`config.mk`:
```
export PLATFORM = sky130hd
export DESIGN_NAME = antirrebote_entradas
export DESIGN_NICKNAME = d
export VERILOG_FILES = /design/src/rtl/antirrebote_entradas.sv
export SDC_FILE = /design/constraint.sdc
export NUM_CORES = 1
export LEC_CHECK = 0
export CAP_MARGIN = 20
export CORE_UTILIZATION = 54
export CTS_CLUSTER_DIAMETER = 150
export CTS_CLUSTER_SIZE = 16
export DETAILED_ROUTE_END_ITERATION = 8
export PLACE_DENSITY = 0.73
export RECOVER_POWER = 50
export SYNTH_ARGS = -nofsm -noshare
export SYNTH_HDL_FRONTEND = slang
export SYNTH_SLANG_ARGS = --single-unit
```
`constraint.sdc`:
```
create_clock -name clk -period 1.75 [get_ports clk]
set_input_delay 0.35 -clock clk [delete_from_list [all_inputs] [get_ports clk]]
set_output_delay 0.35 -clock clk [all_outputs]
set_load 0.005 [all_outputs]
```
`src/rtl/antirrebote_entradas.sv`:
```
// Switch/push-button conditioner: 2-flop synchronizer plus per-bit stability filter with edge pulses.
// Optional activity counter output 'cambios' enabled by defining ANTIRREBOTE_CONTADOR_EN.
module antirrebote_entradas #(
    parameter int N_ENTRADAS     = 2,
    parameter int CICLOS_ESTABLE = 50000,
    parameter int ANCHO_CNT      = 16
) (
    input  logic                  clk,
    input  logic                  rst,
    input  logic [N_ENTRADAS-1:0] ent,
    output logic [N_ENTRADAS-1:0] sal,
    output logic [N_ENTRADAS-1:0] flanco_sub,
    output logic [N_ENTRADAS-1:0] flanco_baj,
    output logic                  listo
`ifdef ANTIRREBOTE_CONTADOR_EN
    ,
    output logic [7:0]            cambios
`endif
);

    if (N_ENTRADAS < 1 || N_ENTRADAS > 16) begin : g_err_n
        $error("antirrebote_entradas: N_ENTRADAS must be in 1..16");
    end
    if (CICLOS_ESTABLE < 2) begin : g_err_ciclos
        $error("antirrebote_entradas: CICLOS_ESTABLE must be >= 2");
    end
    if (ANCHO_CNT < 1 || ANCHO_CNT > 62 || (64'd1 << ANCHO_CNT) <= 64'(CICLOS_ESTABLE)) begin : g_err_ancho
        $error("antirrebote_entradas: 2**ANCHO_CNT must exceed CICLOS_ESTABLE");
    end

    typedef enum logic [1:0] {
        EST_BAJO = 2'b00,
        VAL_ALTO = 2'b01,
        EST_ALTO = 2'b11,
        VAL_BAJO = 2'b10
    } estado_t;

    localparam logic [ANCHO_CNT-1:0] CNT_UNO   = ANCHO_CNT'(1);
    localparam logic [ANCHO_CNT-1:0] CNT_FIN   = ANCHO_CNT'(CICLOS_ESTABLE - 1);
    localparam int                   ANCHO_LST = ANCHO_CNT + 1;
    localparam logic [ANCHO_LST-1:0] LISTO_UNO = ANCHO_LST'(1);
    localparam logic [ANCHO_LST-1:0] LISTO_FIN = ANCHO_LST'(CICLOS_ESTABLE + 1);

    logic [N_ENTRADAS-1:0] sync_p0;
    logic [N_ENTRADAS-1:0] sync_p1;
    estado_t               est   [N_ENTRADAS];
    estado_t               est_n [N_ENTRADAS];
    logic [ANCHO_CNT-1:0]  cnt   [N_ENTRADAS];
    logic [ANCHO_CNT-1:0]  cnt_n [N_ENTRADAS];
    logic [N_ENTRADAS-1:0] nivel;
    logic [ANCHO_LST-1:0]  cnt_listo;

    // Stage p0/p1: two-flop synchronizer on the raw asynchronous levels
    always_ff @(posedge clk) begin
        if (rst) begin
            sync_p0 <= '0;
            sync_p1 <= '0;
        end else begin
            sync_p0 <= ent;
            sync_p1 <= sync_p0;
        end
    end

    // Stability filter: one FSM plus counter per bit
    always_ff @(posedge clk) begin
        for (int i = 0; i < N_ENTRADAS; i++) begin
            if (rst) begin
                est[i] <= EST_BAJO;
                cnt[i] <= '0;
            end else begin
                est[i] <= est_n[i];
                cnt[i] <= cnt_n[i];
            end
        end
    end

    always_comb begin
        for (int i = 0; i < N_ENTRADAS; i++) begin
            est_n[i] = est[i];
            cnt_n[i] = '0;
            case (est[i])
                EST_BAJO: begin
                    if (sync_p1[i]) begin
                        est_n[i] = VAL_ALTO;
                        cnt_n[i] = CNT_UNO;
                    end
                end
                VAL_ALTO: begin
                    if (!sync_p1[i])            est_n[i] = EST_BAJO;
                    else if (cnt[i] == CNT_FIN) est_n[i] = EST_ALTO;
                    else                        cnt_n[i] = cnt[i] + CNT_UNO;
                end
                EST_ALTO: begin
                    if (!sync_p1[i]) begin
                        est_n[i] = VAL_BAJO;
                        cnt_n[i] = CNT_UNO;
                    end
                end
                VAL_BAJO: begin
                    if (sync_p1[i])             est_n[i] = EST_ALTO;
                    else if (cnt[i] == CNT_FIN) est_n[i] = EST_BAJO;
                    else                        cnt_n[i] = cnt[i] + CNT_UNO;
                end
                default: est_n[i] = EST_BAJO;
            endcase
        end
    end

    always_comb begin
        nivel = '0;
        for (int i = 0; i < N_ENTRADAS; i++) begin
            nivel[i] = (est[i] == EST_ALTO) || (est[i] == VAL_BAJO);
        end
    end

    // Stage p2: registered outputs; pulses mark the cycle 'sal' takes the accepted level
    always_ff @(posedge clk) begin
        if (rst) begin
            sal        <= '0;
            flanco_sub <= '0;
            flanco_baj <= '0;
        end else begin
            sal        <= nivel;
            flanco_sub <= nivel & ~sal;
            flanco_baj <= ~nivel & sal;
        end
    end

    always_ff @(posedge clk) begin
        if (rst) begin
            cnt_listo <= '0;
            listo     <= 1'b0;
        end else if (!listo) begin
            if (cnt_listo == LISTO_FIN) listo <= 1'b1;
            else                        cnt_listo <= cnt_listo + LISTO_UNO;
        end
    end

`ifdef ANTIRREBOTE_CONTADOR_EN
    function automatic logic [4:0] cuenta_unos(input logic [N_ENTRADAS-1:0] v);
        logic [4:0] n;
        n = '0;
        for (int i = 0; i < N_ENTRADAS; i++) n = n + {4'b0000, v[i]};
        return n;
    endfunction

    function automatic logic [7:0] suma_sat(input logic [7:0] a, input logic [4:0] b);
        logic [8:0] t;
        t = {1'b0, a} + {4'b0000, b};
        return (t > 9'd255) ? 8'hff : t[7:0];
    endfunction

    // Counts the same edges that the pulse register emits on this clock
    always_ff @(posedge clk) begin
        if (rst) cambios <= '0;
        else     cambios <= suma_sat(cambios, cuenta_unos(nivel ^ sal));
    end
`endif

endmodule

```
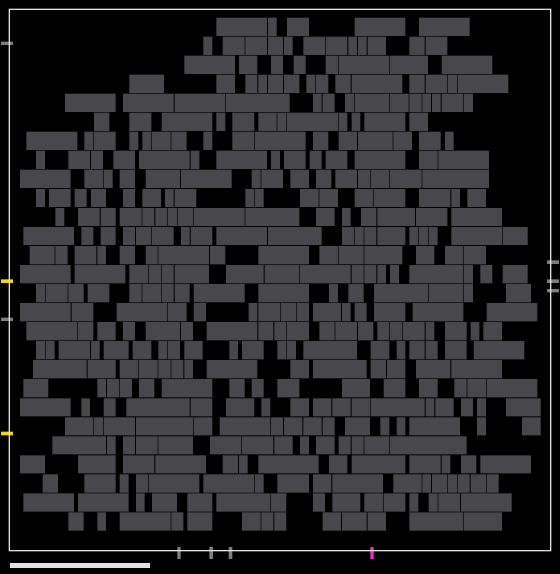
Fig. 1. I/O pins on the die edge.
Bar = 20 um. Pins as bars across the die edge, other pins in gray.
yellow -> ent  # pins 2, direction input, edge west
magenta -> listo  # pins 1, direction output, edge south
all pins by edge = 4 west, 4 south, 3 east

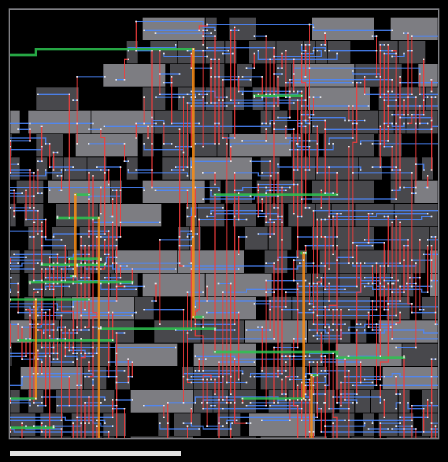
Fig. 2. Layout detail.
Bar = 20 um. Window x 14 to 64, y 27 to 77 um. Cells in gray, sequential cells in the stronger gray; small squares are vias.
red -> met2
orange -> met4
green -> met3
blue -> met1
netlist names of flops here include = cnt (20), cnt_listo (5), est (2)
sequential cells in the window = 29
most frequent = nor2_1 (32), dfxtp_1 (24), buf_4 (23)
cells with their middle in the window = 210

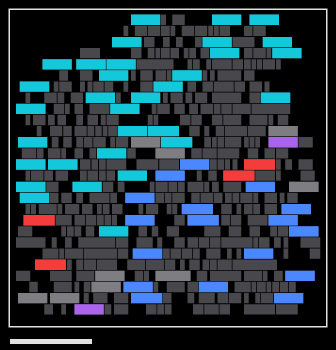
Fig. 3. Sequential cells colored by netlist name.
Bar = 20 um. Other sequential cells in the stronger gray, the rest of the logic in the fainter gray.
red -> est  # flops 4
blue -> cnt_listo  # flops 17
cyan -> cnt  # flops 32
purple -> sal  # flops 2
not colored = 9

==> results_slide.txt <==
Flow Results at a Glance

Final layout
  • Dominant logic cell type in the layout: nor2_1
  • Share of cells above drive strength 1: 0.2306
  • Utilization after layout: 0.7074
  • Layout fillers: 432
  • Syn-to-layout area delta: 26.80%
  • Layout Nets: 413

Setup path
  • Buffers & Inverters on Critical Path: 0
  • Crit Path Max Fanout: 3
  • Crit end category: register
  • Crit path depth: 4
  • Crit-path cells: or4_4, nor4_4, nor4bb_1, mux2_1
  • CP required: 1970 ps
  • R2r endpoint: cnt_listo[8]
  • R2R Setup Slk: -20 ps
  • Crit path max-delay cell type: or4_4
  • Reg2reg path depth: 4
  • Reg-to-reg startpoint: cnt_listo[11]
  • Crit path max-delay family: simple AND/OR/NAND/NOR gates

Placed design
  • Dpl ws: -54.13 ps
  • Inst Count DP: 456
  • Port Buf Inserts: 10
  • Hpwl dp: 3994 um

Floorplan
  • Placement Rows: 27
  • Die W: 77.19 um
  • Init Core Util: 0.5578
  • Die area: 5958 um^2
  • Top Ports: 11
  • Die Y: 77.19 um

Power
  • PD cells: 793.6 nW/um^2
  • Worst VDD drop: 0.5310 mV

Routing
  • Remaining antenna violation count: 0
  • Detailed Routing Iterations Pass 1: 4
  • # DRC: 0
  • DRT Wirelength: 6348 um
  • DR iter-0 viols: 160
  • Routed WL per cell: 13.48 um
  • Vias after detailed routing: 2590

Run status
  • Status: complete, but fails checks
  • Failing checks: setup timing

Logic synthesis
  • Ys cells: 343
  • Comb area leader: simple AND/OR/NAND/NOR gates
  • Avg Inst Size Synth: 8.901 um^2
  • Synth flops: 64
  • Simple-Gate Fraction of Synth Area: 0.2893
  • Chip area in the Yosys report: 3053 um^2
  • Mapped Area: 3053 um^2
  • Post-synth EDFFs: 0
  • Mux area share: 0.03770
  • Sequential area share after synthesis: 0.4197
  • Xor/xnor share of the synthesized area: 0.08893
  • Ys flop type: dfxtp_1
  • Async SR Flop Fraction: 0

Hold path
  • Min-Delay Path Class: reg2reg

CTS
  • Setup Fix Bufs, Post-CTS: 0
  • # H-tree levels: 3
  • Num CTS Buffers: 9
  • Latency at later pin: 330 ps

Timing
  • Slew @ Worst Pin: 352.9 ps
  • Final setup viols: 2
  • Cycle use final: 1.012
  • Crit path time final: 1771 ps
  • Max Slew Vio Count: 0
  • RSZ-0062 raised after global routing: true
  • Highest clock rate: 564.6 MHz
  • Final worst slack: -21.30 ps
  • Hold Vio Cnt, Final: 0
  • Final setup skew: 6.233 ps

Global route
  • Largest net degree at the start of global routing: 39
  • Global-route wire length before repair: 10290 um
  • Initial antenna violation count: 0

Flow run
  • Maxcap violations: 0
  • Log Warnings: 38
## cell families (layout without fill, tap and decap cells)
kind of cell	after synthesis	in the layout
muxes	10	10
adders and majority gates	14	14
xor gates and xnor gates	31	31
DFF	64	64
AOI/OAI and AO/OA	34	34
and+or+nand+nor	163	163
buffers and inverters	27	83
## synthesized netlist by cell type (2+ instances only)
library cell  count  area [um^2]
nor3_1           16        80.08
nand3b_1          2        15.01
nand4_1          12        75.07
a21oi_1          15        75.07
nand2_1           9        33.78
a31oi_1           2        12.51
a31o_1            2        17.52
nor2b_1           7        43.79
nand3_1          21        105.1
nand2b_1          2        12.51
mux2_1            7        78.83
inv_1            14        52.55
dfxtp_1          64         1281
a221oi_1          3        26.28
buf_2             3        15.01
and3_1            4        25.02
o21ai_1           2        10.01
nor4b_1           3        26.28
o21ai_0           3        15.01
nor4_1            8        50.05
nor4bb_1          3        30.03
or3_1             3        18.77
clkbuf_1          6        22.52
ha_1             14        175.2
xor2_1           12        105.1
xnor2_1          19        166.4
o31ai_1           4        30.03
and4_1            3        26.28
nor2_1           58        217.7
nand4b_1          3        26.28
buf_1             3        11.26
or4_1             4        30.03
## how the worst min path moves through the flow
stage | depth (start not counted) | endpoint | startpoint | slack [ps]
floorplan | 1 | sync_p1[0] | sync_p0[0] | 410
CTS | 1 | sync_p1[0] | sync_p0[0] | 450
global placement | 1 | sync_p1[1] | sync_p0[1] | 420
global route | 1 | sync_p1[0] | sync_p0[0] | 460
detailed placement | 1 | sync_p1[1] | sync_p0[1] | 430
finish | 1 | sync_p1[0] | sync_p0[0] | 440
## sequential cells by signal, summed over array words and instances (netlist names), 2 cells and up
register	cells
flanco_sub	2
est	4
sal	2
flanco_baj	2
cnt_listo	17
sync_p1	2
cnt	32
sync_p0	2
## per-stage QoR
step	hold WS [ps]	TNS, ps	area, um^2
after floorplan	413.8	-53.13	3053
after global placement	419.1	0	3538
after detailed placement	429.9	-172.5	3538
after CTS	447.9	-17.42	3751
after global routing	463.8	-496.0	3871
final	440.1	-27.05	3871
## where the power goes
| part | switching [mW] | leakage (nW) | internal, mW |
|---|---|---|---|
| sequential | 0.0286 | 0.522 | 1.49 |
| clock | 0.547 | 0.0989 | 0.682 |
| combinational | 0.164 | 0.768 | 0.159 |
## routing by layer
| metal | GRT usage | part of all wire |
|---|---|---|
| met4 | 0.1226 | 0.022 |
| met5 | 0 | 0 |
| met2 | 0.3531 | 0.49 |
| met1 | 0.2616 | 0.45 |
| met3 | 0.04405 | 0.034 |
## layout make-up
cell class                      instances  area, um^2  area share
Clock buffer                           11       141.4     0.03652
Clock inverter                          4       45.04     0.01164
Inverter                               14       52.55     0.01357
Multi-Input combinational cell        252        1787      0.4615
Sequential cell                        64        1296      0.3348
Tap cell                               72       90.09     0.02327
Timing Repair Buffer                   54       459.2      0.1186
## repair_timing
item / CTS / global route
pin swaps: 2 / 4
cloned: 0 / 0
hold buffers: 0 / 0
setup endpoints to repair: 8 / 28
gates resized: 7 / 27
No activity file was given, so power comes from the tool's default toggle rates.
